==> images/layer_met1.png <==
The bar under the picture is 20 um long. Supply wires on this layer in gray. Cells faint in the background.
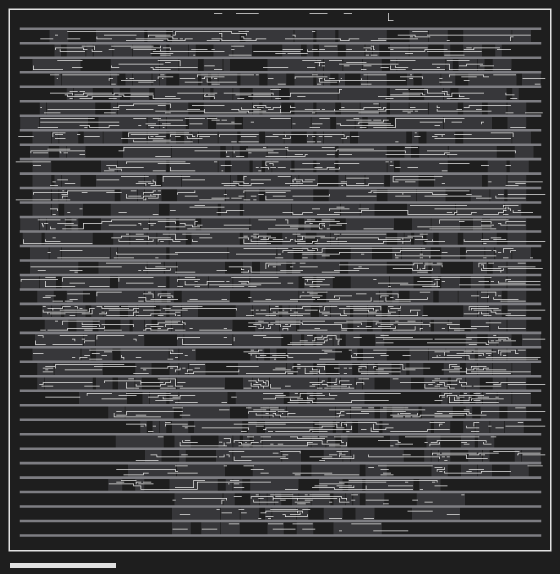
==> images/congestion.png <==
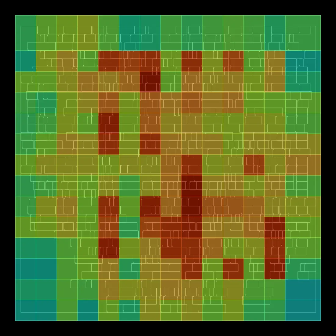
==> images/layer_met2.png <==
The bar under the picture is 20 um long. Cells faint in the background.
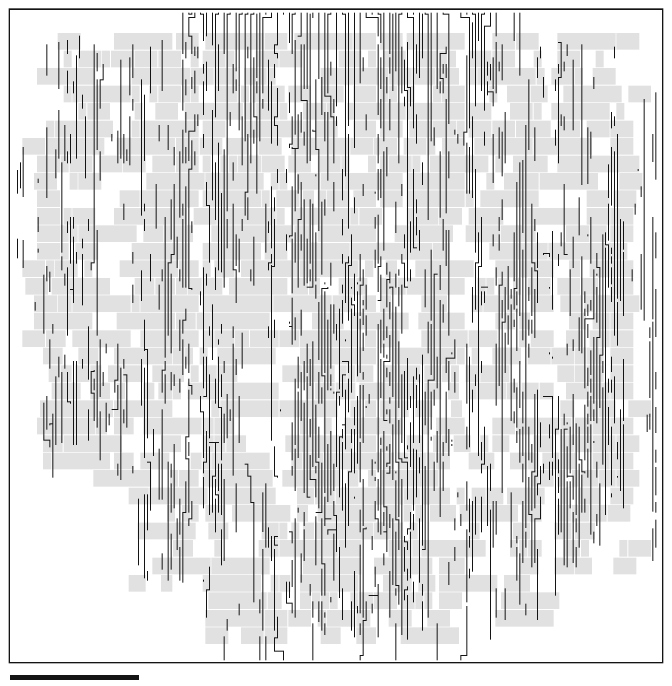
Design dbg_view_scan, sky130hd; sources not shown.
==> run summary <==
run results: outcome=finished, final reports clean, multi-input logic area=0.00211 mm^2, total DRC errors in the routed layout=0, Hold Crit Class=register to register, hold path cells=0, invs w/o clock=49, Comb power=between 600 and 700 uW, post-route insts no fill=about 730, maximum fanout encountered on the critical timing path=7, number of detailed-route iterations in the first pass=4, Final Total Pwr=2650 uW, setup slack at placement=about 0.11 ns, count of mapped cells out of synthesis=about 460, FF+latch count=around 100, unique cell type count in the Yosys netlist=49, Fillers=689, startpoint class of the critical path=input port, final setup violating endpoints=0, total congestion overflow after global routing=0, non-clock buffer count=138, number of buffers inserted by port buffering=117, top logic cells by instance count in the layout=sky130_fd_sc_hd__clkdlybuf4s50_1 (117), sky130_fd_sc_hd__dfrtp_1 (98), sky130_fd_sc_hd__nor2_1 (55), sky130_fd_sc_hd__inv_1 (48), sky130_fd_sc_hd__mux2i_1 (33), netlist area before placement=about 0.0048 mm^2, clock-pin slew on the worst setup and hold paths=0.06 ns, Non-Filler Cell Area, Final=0.00656 mm^2, number of buffers added by the clock tree synthesis step=9, die area=~0.010 mm^2, routability congestion estimate from global placement=0.924, power per cell area=between 400 and 500 mW/mm^2, number of DRC violations after detailed-routing iteration 0=215, arrival time at the worst endpoint=3.82 ns, number of nets in the final layout=674, Hold Worst Slack=0.229 ns, Clock Network Area Fraction=about 4.5%, register share of the cell area=a little under two fifths, max-slew violation total from the final report=0, number of hold buffers added after CTS=0, unrepaired setup endpoints after global routing=no, top post-synthesis cells by count=sky130_fd_sc_hd__dfrtp_1 (98), sky130_fd_sc_hd__nor2_1 (55), sky130_fd_sc_hd__inv_1 (48), synthesized-area fraction occupied by adder cells=2.58%, FFs w/ async S/R, synth=100%, endpoints failing hold=0, yosys-reported design area after synthesis=roughly 0.0048 mm^2, Internal=1880 uW, post-synthesis share of cell area spent on xor and xnor gates=6.48%, Worst slew margin=28.0%, slowest CP cell=sky130_fd_sc_hd__clkdlybuf4s50_1, global-route wire length before repair=18900 um, basic-gate share of the synthesized area counting and, or, nand and nor cells=14.4%, post-synthesis sequential area ratio=50.6%
About layer_met1.png:
The wires run mostly horizontal. The layer carries 4950 um of wire. The layer holds 42% of the routed length. The longest straight run is 22.1 um. 614 nets have wire on it.
met1 global-route usage: 30.1%
count of vias placed by the detailed router: 3900
total wire length: 11800 um

About congestion.png:
DR WL/cell: 16.1 um
total routing resource utilization after global routing: 23.7%

About layer_met2.png:
The layer holds 51% of the routed length. The longest straight run is 62.6 um.
met2 usage in global routing: 40.4%

Power and IR drop assume default switching activity.
